==> src/rtl/udp_oe_pkg.sv <==
// Shared UDP offload-engine constants and types for the TX channel arbiter.
package udp_oe_pkg;

  localparam int unsigned IO_PIPES_NUM_CHAN   = 2;
  localparam int unsigned TXARB_STALL_TIMEOUT = 1024;
  localparam int unsigned TXARB_CNT_W         = 32;
  localparam int unsigned TXARB_ABORT_CNT_W   = 16;

  typedef enum logic [1:0] {
    IDLE,
    XFER,
    ABORT,
    DRAIN
  } txarb_state_e;

endpackage

==> src/rtl/udp_oe_rr_pick.sv <==
// Combinational round-robin picker: first requester at or after ptr, circular.
module udp_oe_rr_pick
  import udp_oe_pkg::*;
#(
  parameter int unsigned NUM_CHAN = IO_PIPES_NUM_CHAN,
  parameter int unsigned IW       = (NUM_CHAN > 1) ? $clog2(NUM_CHAN) : 1
) (
  input  logic [NUM_CHAN-1:0] req,
  input  logic [IW-1:0]       ptr,
  output logic [IW-1:0]       gnt_idx,
  output logic                gnt_vld
);

  // Wrap by compare rather than modulo so a non-power-of-2 NUM_CHAN works.
  always_comb begin
    int unsigned c;
    logic        hit;
    gnt_idx = '0;
    gnt_vld = 1'b0;
    c       = 0;
    hit     = 1'b0;
    for (int unsigned i = 0; i < NUM_CHAN; i++) begin
      c = 32'(ptr) + i;
      if (c >= NUM_CHAN) c = c - NUM_CHAN;
      hit = 1'b0;
      for (int unsigned j = 0; j < NUM_CHAN; j++) begin
        if (j == c) hit = req[j];
      end
      if (!gnt_vld && hit) begin
        gnt_vld = 1'b1;
        gnt_idx = IW'(c);
      end
    end
  end

endmodule

==> src/rtl/udp_oe_tx_chan_arbiter.sv <==
// Packet-atomic round-robin arbiter muxing NUM_CHAN packetiser streams onto the
// single MAC TX stream, with a stall watchdog that aborts dead sources.
module udp_oe_tx_chan_arbiter
  import udp_oe_pkg::*;
#(
  parameter int unsigned NUM_CHAN      = IO_PIPES_NUM_CHAN,
  parameter int unsigned DATA_WIDTH    = 64,
  parameter int unsigned STALL_TIMEOUT = TXARB_STALL_TIMEOUT
) (
  input  logic                                  clk,
  input  logic                                  reset,
  input  logic [NUM_CHAN-1:0]                   chan_en,
  input  logic [NUM_CHAN-1:0]                   in_tvalid,
  input  logic [NUM_CHAN*DATA_WIDTH-1:0]        in_tdata,
  input  logic [NUM_CHAN*(DATA_WIDTH/8)-1:0]    in_tkeep,
  input  logic [NUM_CHAN-1:0]                   in_tlast,
  output logic [NUM_CHAN-1:0]                   in_tready,
  output logic                                  out_tvalid,
  output logic [DATA_WIDTH-1:0]                 out_tdata,
  output logic [DATA_WIDTH/8-1:0]               out_tkeep,
  output logic                                  out_tlast,
  output logic                                  out_tuser,
  input  logic                                  out_tready,
  output logic [((NUM_CHAN > 1) ? $clog2(NUM_CHAN) : 1)-1:0] cur_grant,
  output logic                                  busy,
  output logic [NUM_CHAN*TXARB_CNT_W-1:0]       pkt_cnt,
  output logic [NUM_CHAN*TXARB_ABORT_CNT_W-1:0] abort_cnt
);

  localparam int unsigned KEEP_W = DATA_WIDTH / 8;
  localparam int unsigned IW     = (NUM_CHAN > 1) ? $clog2(NUM_CHAN) : 1;
  localparam int unsigned WD_W   = (STALL_TIMEOUT > 1) ? $clog2(STALL_TIMEOUT) : 1;
  localparam bit          WD_EN  = (STALL_TIMEOUT != 0);
  localparam logic [WD_W-1:0] WD_LAST = WD_W'(STALL_TIMEOUT - 1);

  txarb_state_e                 state_q;
  logic [IW-1:0]                grant_q;
  logic [IW-1:0]                rr_ptr_q;
  logic [IW-1:0]                next_ptr;
  logic [WD_W-1:0]              wd_q;
  logic [TXARB_CNT_W-1:0]       pkt_q   [NUM_CHAN];
  logic [TXARB_ABORT_CNT_W-1:0] abort_q [NUM_CHAN];
  logic [DATA_WIDTH-1:0]        ch_data [NUM_CHAN];
  logic [KEEP_W-1:0]            ch_keep [NUM_CHAN];

  logic [IW-1:0] pick_idx;
  logic          pick_vld;
  logic          sel_valid;
  logic          sel_last;

  for (genvar g = 0; g < NUM_CHAN; g++) begin : g_ch
    assign ch_data[g] = in_tdata[g*DATA_WIDTH +: DATA_WIDTH];
    assign ch_keep[g] = in_tkeep[g*KEEP_W +: KEEP_W];
    assign pkt_cnt[g*TXARB_CNT_W +: TXARB_CNT_W]               = pkt_q[g];
    assign abort_cnt[g*TXARB_ABORT_CNT_W +: TXARB_ABORT_CNT_W] = abort_q[g];
  end

  udp_oe_rr_pick #(
    .NUM_CHAN (NUM_CHAN),
    .IW       (IW)
  ) u_pick (
    .req     (in_tvalid & chan_en),
    .ptr     (rr_ptr_q),
    .gnt_idx (pick_idx),
    .gnt_vld (pick_vld)
  );

  assign sel_valid = in_tvalid[grant_q];
  assign sel_last  = in_tlast[grant_q];
  assign next_ptr  = (grant_q == IW'(NUM_CHAN - 1)) ? '0 : grant_q + IW'(1);
  assign cur_grant = grant_q;
  assign busy      = (state_q != IDLE);

  // State, grant, watchdog and per-channel counters.
  always_ff @(posedge clk or posedge reset) begin
    if (reset) begin
      state_q  <= IDLE;
      grant_q  <= '0;
      rr_ptr_q <= '0;
      wd_q     <= '0;
      for (int unsigned i = 0; i < NUM_CHAN; i++) begin
        pkt_q[i]   <= '0;
        abort_q[i] <= '0;
      end
    end else begin
      unique case (state_q)
        IDLE: begin
          if (pick_vld) begin
            grant_q <= pick_idx;
            wd_q    <= '0;
            state_q <= XFER;
          end
        end
        XFER: begin
          if (sel_valid && out_tready) begin
            wd_q <= '0;
            if (sel_last) begin
              pkt_q[grant_q] <= pkt_q[grant_q] + TXARB_CNT_W'(1);
              rr_ptr_q       <= next_ptr;
              state_q        <= IDLE;
            end
          end else if (!sel_valid && WD_EN) begin
            // Only source-side silence counts; MAC backpressure keeps valid high.
            if (wd_q == WD_LAST) begin
              wd_q    <= '0;
              state_q <= ABORT;
            end else begin
              wd_q <= wd_q + WD_W'(1);
            end
          end
        end
        ABORT: begin
          if (out_tready) begin
            if (abort_q[grant_q] != '1) abort_q[grant_q] <= abort_q[grant_q] + TXARB_ABORT_CNT_W'(1);
            state_q <= DRAIN;
          end
        end
        DRAIN: begin
          if (!chan_en[grant_q] || (sel_valid && sel_last)) begin
            rr_ptr_q <= next_ptr;
            state_q  <= IDLE;
          end
        end
        default: state_q <= IDLE;
      endcase
    end
  end

  // Stream steering: pass-through in XFER, synthetic abort beat, silent drain.
  always_comb begin
    in_tready  = '0;
    out_tvalid = 1'b0;
    out_tdata  = '0;
    out_tkeep  = '0;
    out_tlast  = 1'b0;
    out_tuser  = 1'b0;
    unique case (state_q)
      XFER: begin
        out_tvalid         = sel_valid;
        out_tdata          = ch_data[grant_q];
        out_tkeep          = ch_keep[grant_q];
        out_tlast          = sel_last;
        in_tready[grant_q] = out_tready;
      end
      ABORT: begin
        out_tvalid = 1'b1;
        out_tkeep  = '1;
        out_tlast  = 1'b1;
        out_tuser  = 1'b1;
      end
      DRAIN:   in_tready[grant_q] = 1'b1;
      default: ;
    endcase
  end

endmodule
==> config.mk <==
export PLATFORM = sky130hd
export DESIGN_NAME = udp_oe_tx_chan_arbiter
export DESIGN_NICKNAME = d
export VERILOG_FILES = /design/src/rtl/udp_oe_pkg.sv /design/src/rtl/udp_oe_rr_pick.sv /design/src/rtl/udp_oe_tx_chan_arbiter.sv
export SDC_FILE = /design/constraint.sdc
export NUM_CORES = 1
export LEC_CHECK = 0
export CORE_AREA = 2 2 130 132
export CTS_CLUSTER_SIZE = 40
export DETAILED_ROUTE_END_ITERATION = 8
export DIE_AREA = 0 0 132 134
export GPL_TIMING_DRIVEN = 0
export PLACE_DENSITY = 0.87
export RECOVER_POWER = 25
export SKIP_CTS_REPAIR_TIMING = 1
export SLEW_MARGIN = 20
export SYNTH_ARGS = -nofsm -noshare
export SYNTH_HDL_FRONTEND = slang
export SYNTH_HIERARCHICAL = 1
export SYNTH_SLANG_ARGS = --single-unit
==> constraint.sdc <==
create_clock -name clk -period 9 [get_ports clk]
set_input_delay 1.8 -clock clk [delete_from_list [all_inputs] [get_ports clk]]
set_output_delay 1.8 -clock clk [all_outputs]
set_load 0.01 [all_outputs]
**Run 1: register map, names as in the netlist**

Bar = 50 um. Other sequential cells in the stronger gray, the rest of the logic in the fainter gray.
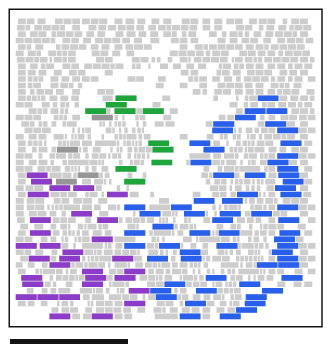
name in the netlist	color	placed flops
pkt_cnt	blue	64
abort_cnt	purple	32
wd_q	green	10
Seq/total area: 24.3%
area occupied by registers: 0.00275 mm^2
final core utilization: 69.7%

**Run 1: routing congestion**

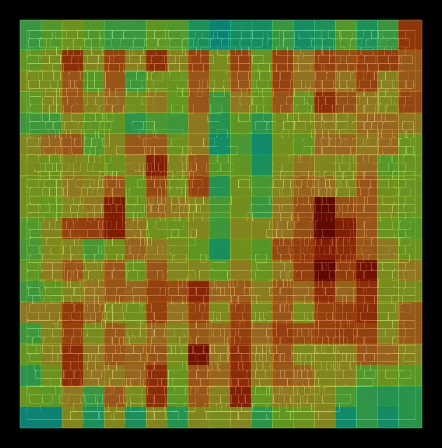
met2 Resource Use GR: 46.3%
GR Util met1: 41.1%
GR peak layer: met2
GRT Overall Usage: 29.5%
met3 layer usage reported by global route: 7.29%

==> results.json, run 1 <==
{
  "status": "finished, violations left",
  "violations": "max-capacitance violations, max-slew violations",
  "rsz0062_at_grt": "no",
  "fp_nets": 940,
  "clock_buffers": 11,
  "slew_violations": 53,
  "design_area_mm2": 0.0113,
  "flow.area_growth_from_synthesis_pct": 51.5,
  "p_seq_uw": 571,
  "clockBufferDepth": 2,
  "synthesis.area_mm2": 0.00749,
  "synthTopCellsByCount": "dfrtp_1, nor2b_1, mux2i_1, nand2_1, xor2_1",
  "dominant_cells": "combinational gates",
  "nNonClkInverters": 14,
  "dpl.hpwl_mm": 21.2,
  "fillers": 1251,
  "cp_cell_sequence": "buf_6 > buf_4 > buf_2 > clkbuf_1 > buf_2 > mux2i_1 > nor2b_1 > clkdlybuf4s50_1",
  "worst_pin_slew_ns": 2.49,
  "area_leaders": "dfrtp_1, mux2i_1, xor2_1, nor2b_1, mux2_2",
  "grt_max_degree": 59,
  "drc": 0,
  "placed_area_mm2": 0.0111,
  "wl_met1_mm": 11.4,
  "min_period_ns": 5.39,
  "ios": 328,
  "yosys-stat-area_mm2": 0.00749,
  "top_cell": "dfrtp_1",
  "power_density_mw_per_mm2": 201,
  "hold_end": "pkt_cnt[63]",
  "route.met2.wl_mm": 12.6,
  "crit_path_start": "cur_grant",
  "ys_types": 64,
  "core_area_mm2": 0.0163,
  "top_cell_area_share_pct": 36.7,
  "route.final.wire_length_mm": 26.8,
  "slew_headroom_pct": -66.8,
  "hold_depth": 1,
  "worstSetupPathDepth": 8,
  "gp_congestion": 0.934,
  "antenna_found_initial": 2,
  "grt_pass1_vias": 7180,
  "critical_path_required_ns": 7.20,
  "fp.dieH_um": 134,
  "postSynthAreaPerCell_um2": 9.62,
  "fp_util_pct": 46.0,
  "dr_wl_met3_mm": 2.37,
  "ff_type": "dfrtp_1",
  "io_buffers": 327,
  "pg_clk_uw": 385,
  "placementRows": 47,
  "ant_nets": 0,
  "drv_cap": 1,
  "clk_pin_slew_ns": 0.07,
  "placed_cells_incl_taps": 1327,
  "fin_skew_ns": 0.00777,
  "leakage_nw": 4.64,
  "combGateArea_mm2": 0.00446,
  "dr.max_layer_used": "met5",
  "comb_cells": 610,
  "grt_overflow_total": 0,
  "hold_viol_final": 0,
  "intPower_mw": 1.39,
  "cp-end-kind": "output pin",
  "drtIter0Drc": 733,
  "layout.nets": 1279,
  "swShare_pct": 39.0,
  "finalSetupViolCount": 0,
  "p_clk_share_pct": 16.9,
  "path_max_fanout": 10,
  "via_per_inst": 5.55,
  "pg_comb_mw": 1.33,
  "hold_class": "reg -> reg",
  "p_comb_share_pct": 58.1,
  "ir_worst_vdd_v": 0.000176,
  "adder_share_pct": 1.34,
  "top_power_group": "combinational logic"
}
**Run 1: gate families picked out**

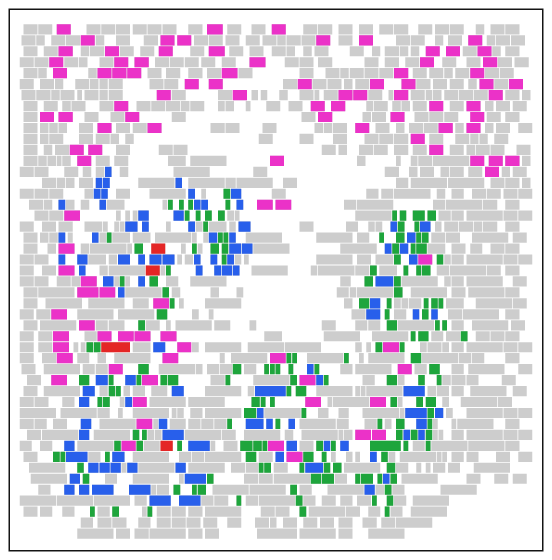
family	color	cells
AND-OR and OR-AND gates	red	4
inverting AOI/OAI gates	blue	102
multiplexers	magenta	105
NAND gates	green	159
fraction of area in multi-input gates: 39.3%
Non-Filler Instances: 1344
most numerous logic cell after layout: clkdlybuf4s50_1

==> run 1: layout by cell type, fill, tap and decap left out, types with 9 or more instances in the layout <==
master           instances
mux2i_1                 72
nor3_1                  20
buf_2                   19
xnor2_1                 15
clkbuf_1                20
a21oi_1                 16
xor2_1                  63
nor2b_1                 76
o21ai_0                 26
nand4_1                 12
nor3_2                  11
clkbuf_16                9
clkdlybuf4s50_1        326
nand3b_1                16
mux2_2                  32
nand3_1                 50
inv_1                   13
nand2_1                 72
nor2_1                  24
a211oi_1                13
a2111oi_2                9
dfrtp_1                110
==> run 1: registers in the layout (all words and copies together), names as in the netlist, named ones only <==
| signal | count |
|---|---|
| abort_cnt | 32 |
| cur_grant | 1 |
| pkt_cnt | 64 |
| rr_ptr_q | 1 |
| state_q | 1 |
| wd_q | 10 |
**Run 1: wiring by layer**

Two of the layers only.
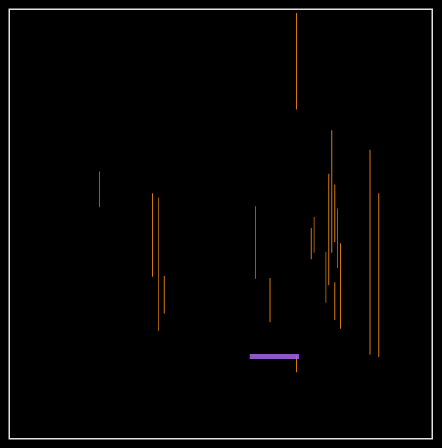

==> run 2, diff against run 1 <==
CORE_AREA = 2 2 142 144   (was 2 2 130 132)
DIE_AREA = 0 0 144 146   (was 0 0 132 134)
PLACE_DENSITY = 0.77   (was 0.87)
clock period = 4.8 ns   (was 9 ns; I/O delays follow)
**Run 2: wiring by layer**

Two of the layers only.
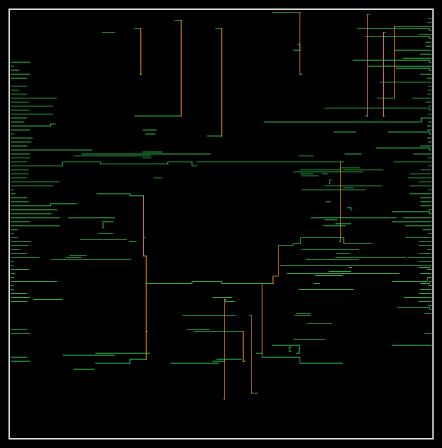
layer	color	wire length
met3	green	2050 um
met4	orange	387 um
GRT Overall Usage: 25.4%
Via Count: 7268
WL per Instance: 19.6 um
final WL: 27.2 mm

==> run 2 against run 1 <==
Compared with the run above: the run still ends with max-capacitance violations, max-slew violations left; synthesized cell count unchanged; global-route usage down 4.1 points; clock power is 130% higher; die size is 19% higher; power rose by 94%; highest routed layer is now met4; wire length rose by 1.5%; clock-buffer cell count decreased by 1; critical path type unchanged; sequential share of layout area fell by 0.21 points; via count down 2.5%; critical path depth did not move; register-to-register slack got worse by 4.3 ns.
==> results.json, run 2 <==
{
  "critical_path_required_ns": 3.84,
  "worst_pin_slew_ns": 1.98,
  "swShare_pct": 37.8,
  "cp.arrival_ns": 3.45,
  "fin_skew_ns": 0.00659,
  "cp_cell_sequence": "buf_6 > buf_4 > buf_2 > clkbuf_1 > buf_2 > mux2i_1 > nor2b_1 > clkdlybuf4s50_1",
  "grt_overflow_total": 0,
  "placementRows": 51,
  "fp_util_pct": 38.8,
  "drtIter0Drc": 600,
  "gp_congestion": 0.876,
  "hold_class": "reg -> reg",
  "finalSetupViolCount": 0,
  "drc": 0,
  "path_max_fanout": 10,
  "grt_max_degree": 78,
  "dpl.hpwl_mm": 21.4,
  "p_comb_share_pct": 56.2,
  "ios": 328,
  "hold_depth": 1,
  "hold_end": "pkt_cnt[31]",
  "mostFrequentLayoutCells": "clkdlybuf4s50_1, dfrtp_1, nor2b_1",
  "synthTopCellsByCount": "dfrtp_1, nor2b_1, mux2i_1, nand2_1, xor2_1",
  "area_leaders": "dfrtp_1, mux2i_1, xor2_1, nor2b_1, mux2_2",
  "cp-end-kind": "output pin",
  "ff_type": "dfrtp_1",
  "via_per_inst": 5.24,
  "pg_clk_uw": 875,
  "fp_nets": 940,
  "clockBufferDepth": 2,
  "leakage_nw": 4.67,
  "yosys-stat-area_mm2": 0.00749,
  "layout_top_cell": "clkdlybuf4s50_1",
  "synthesis.area_mm2": 0.00749,
  "status": "finished, violations left",
  "clk_pin_slew_ns": 0.07,
  "synthSimpleGateAreaFrac_pct": 23.6,
  "ant_nets": 0,
  "io_buffers": 327,
  "core_area_mm2": 0.0193,
  "slew_violations": 78,
  "top_area_cell": "dfrtp_1",
  "antenna_found_initial": 0,
  "p_seq_mw": 1.07,
  "postSynthAreaPerCell_um2": 9.62,
  "violations": "max-capacitance violations, max-slew violations",
  "layout.nets": 1279,
  "pg_comb_mw": 2.49,
  "crit_path_start": "cur_grant",
  "ys_async_sr_fraction_pct": 100,
  "worstSetupPathDepth": 8,
  "slew_headroom_pct": -32.0,
  "power_density_mw_per_mm2": 388,
  "adder_share_pct": 1.34,
  "grt_pass1_vias": 7171,
  "placed_cells_incl_taps": 1372,
  "top_cell_area_share_pct": 36.7,
  "drv_cap": 1,
  "stdcell_count": 1388,
  "fp.dieH_um": 146,
  "hold_viol_final": 0,
  "ir_worst_vdd_v": 0.000356,
  "intPower_mw": 2.76,
  "top_cell": "dfrtp_1",
  "design_area_mm2": 0.0114,
  "largest_reg_flops": 64,
  "p_clk_share_pct": 19.7,
  "ys_types": 64,
  "fin_util_pct": 59.2,
  "top_power_group": "combinational logic",
  "min_period_ns": 4.41
}
**Run 2: met4 routing**

Bar = 50 um.
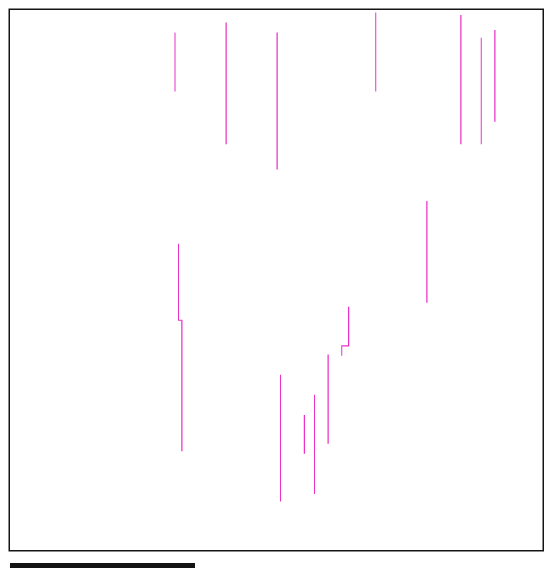
wire length on this layer	387 um
longest straight run	36.7 um
share of all routed wire	1.4%
nets with wire on the layer	12
main direction	vertical

## run 2: cell counts after synthesis
Identical to the previous run, type by type.
## run 2: layout make-up
type                       instances  area, um^2
inverter                          14        53.8
buffer                            45         226
multi-input combinational        610        4460
fill                            1682        7890
clock inverter                     6         116
tap                              265         332
clock buffer                      10         229
sequential                       110        2750
timing repair buffer             328        3280
## run 2: layer usage
metal | vias to the layer above | GRT usage, % | wire, um
li1 | 3448 | - | -
met1 | 3478 | 36.7 | 12400
met2 | 311 | 38.3 | 12300
met3 | 31 | 5.79 | 2050
met4 | 0 | 6.32 | 386
met5 | - | 0 | 0
==> run 3, diff against run 2 <==
==> constraint.sdc (replaced) <==
create_clock -name clk -period 4.8 [get_ports clk]
set_input_delay 0.96 -clock clk [delete_from_list [all_inputs] [get_ports clk]]
set_output_delay 0.96 -clock clk [all_outputs]
set_load 0.005 [all_outputs]
**Run 3: register map, names as in the netlist**

Bar = 50 um. Other sequential cells in the stronger gray, the rest of the logic in the fainter gray.
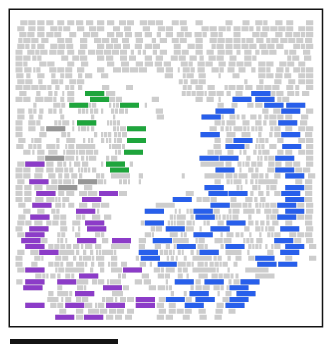
name in the netlist	color	placed flops
abort_cnt	purple	32
wd_q	green	10
pkt_cnt	blue	64
sequential power: 1.07 mW
final core utilization: 59.2%
Seq/total area: 24.0%

==> run 3 against run 2 <==
Compared with the run above: the flow still finishes with violations (max-capacitance violations, max-slew violations); via count did not move; first-iteration DRC count did not move; hold slack did not move; global-route usage did not move.
==> results.json, run 3 <==
{
  "pg_clk_uw": 875,
  "cp-end-kind": "output pin",
  "fp.dieH_um": 146,
  "synthTopCellsByCount": "dfrtp_1, nor2b_1, mux2i_1, nand2_1, xor2_1",
  "synthesis.area_mm2": 0.00749,
  "route.final.wire_length_mm": 27.2,
  "synthSimpleGateAreaFrac_pct": 23.6,
  "critical_path_required_ns": 3.84,
  "power_density_mw_per_mm2": 376,
  "mostFrequentLayoutCells": "clkdlybuf4s50_1, dfrtp_1, nor2b_1",
  "critPathTopFamily": "buffers and inverters",
  "clockBufferDepth": 2,
  "ant_nets": 0,
  "ff_type": "dfrtp_1",
  "finalSetupViolCount": 0,
  "slew_violations": 78,
  "drc": 0,
  "grt_pass1_vias": 7171,
  "fin_skew_ns": 0.00659,
  "intPower_mw": 2.76,
  "min_period_ns": 4.38,
  "stdcell_count": 1388,
  "worstSetupPathDepth": 8,
  "r2r_end": "pkt_cnt[28]",
  "status": "finished, violations left",
  "top_area_cell": "dfrtp_1",
  "placed_cells_incl_taps": 1372,
  "io_buffers": 327,
  "ys_async_sr_fraction_pct": 100,
  "ios": 328,
  "p_comb_share_pct": 54.8,
  "placementRows": 51,
  "drv_cap": 1,
  "ys_types": 64,
  "worst_pin_slew_ns": 1.98,
  "dpl.hpwl_mm": 21.4,
  "antenna_found_initial": 0,
  "slew_headroom_pct": -32.0,
  "core_area_mm2": 0.0193,
  "hp-start": "pkt_cnt[31]",
  "layout.nets": 1279,
  "top_cell_area_share_pct": 36.7,
  "violations": "max-capacitance violations, max-slew violations",
  "largest_reg_flops": 64,
  "top_cell": "dfrtp_1",
  "drtIter0Drc": 600,
  "grt_overflow_total": 0,
  "fp_nets": 940,
  "routedWlPerCell_um": 19.6,
  "design_area_mm2": 0.0114,
  "cp_cell_sequence": "buf_6 > buf_4 > buf_2 > clkbuf_1 > buf_2 > mux2i_1 > nor2b_1 > clkdlybuf4s50_1",
  "crit_path_start": "cur_grant",
  "postSynthAreaPerCell_um2": 9.62,
  "grtUsageTotal_pct": 25.4,
  "ir_worst_vdd_v": 0.000335,
  "cp.arrival_ns": 3.42,
  "gp_congestion": 0.876,
  "hold_end": "pkt_cnt[31]",
  "layout_top_cell": "clkdlybuf4s50_1",
  "pg_comb_mw": 2.36,
  "hold_depth": 1,
  "path_max_fanout": 10,
  "via_count": 7268,
  "fp_util_pct": 38.8,
  "area_leaders": "dfrtp_1, mux2i_1, xor2_1, nor2b_1, mux2_2",
  "grt_pass1_wl_mm": 41.2
}
**Run 3: routing congestion**

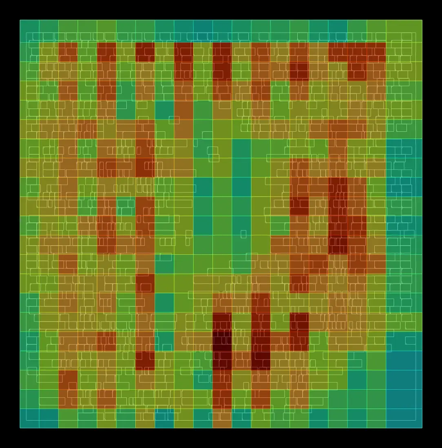
met2 Resource Use GR: 38.3%
met3 layer usage reported by global route: 5.79%
GR Util met1: 36.7%

[run 3: cell counts in the layout (fill, tap and decap cells not counted)]
No cell type changed its count.
[run 3: final cells by class]
cell class | count | area, um^2
clock inverter | 6 | 116
fill | 1682 | 7890
sequential | 110 | 2750
tap | 265 | 332
inverter | 14 | 53.8
timing repair buffer | 328 | 3280
clock buffer | 10 | 229
buffer | 45 | 226
multi-input combinational | 610 | 4460
[run 3: metal layers]
layer | vias up | wire (um) | track usage [%]
li1 | 3448 | - | -
met1 | 3478 | 12400 | 36.7
met2 | 311 | 12300 | 38.3
met3 | 31 | 2050 | 5.79
met4 | 0 | 386 | 6.32
met5 | - | 0 | 0
Power and IR drop assume default switching activity.
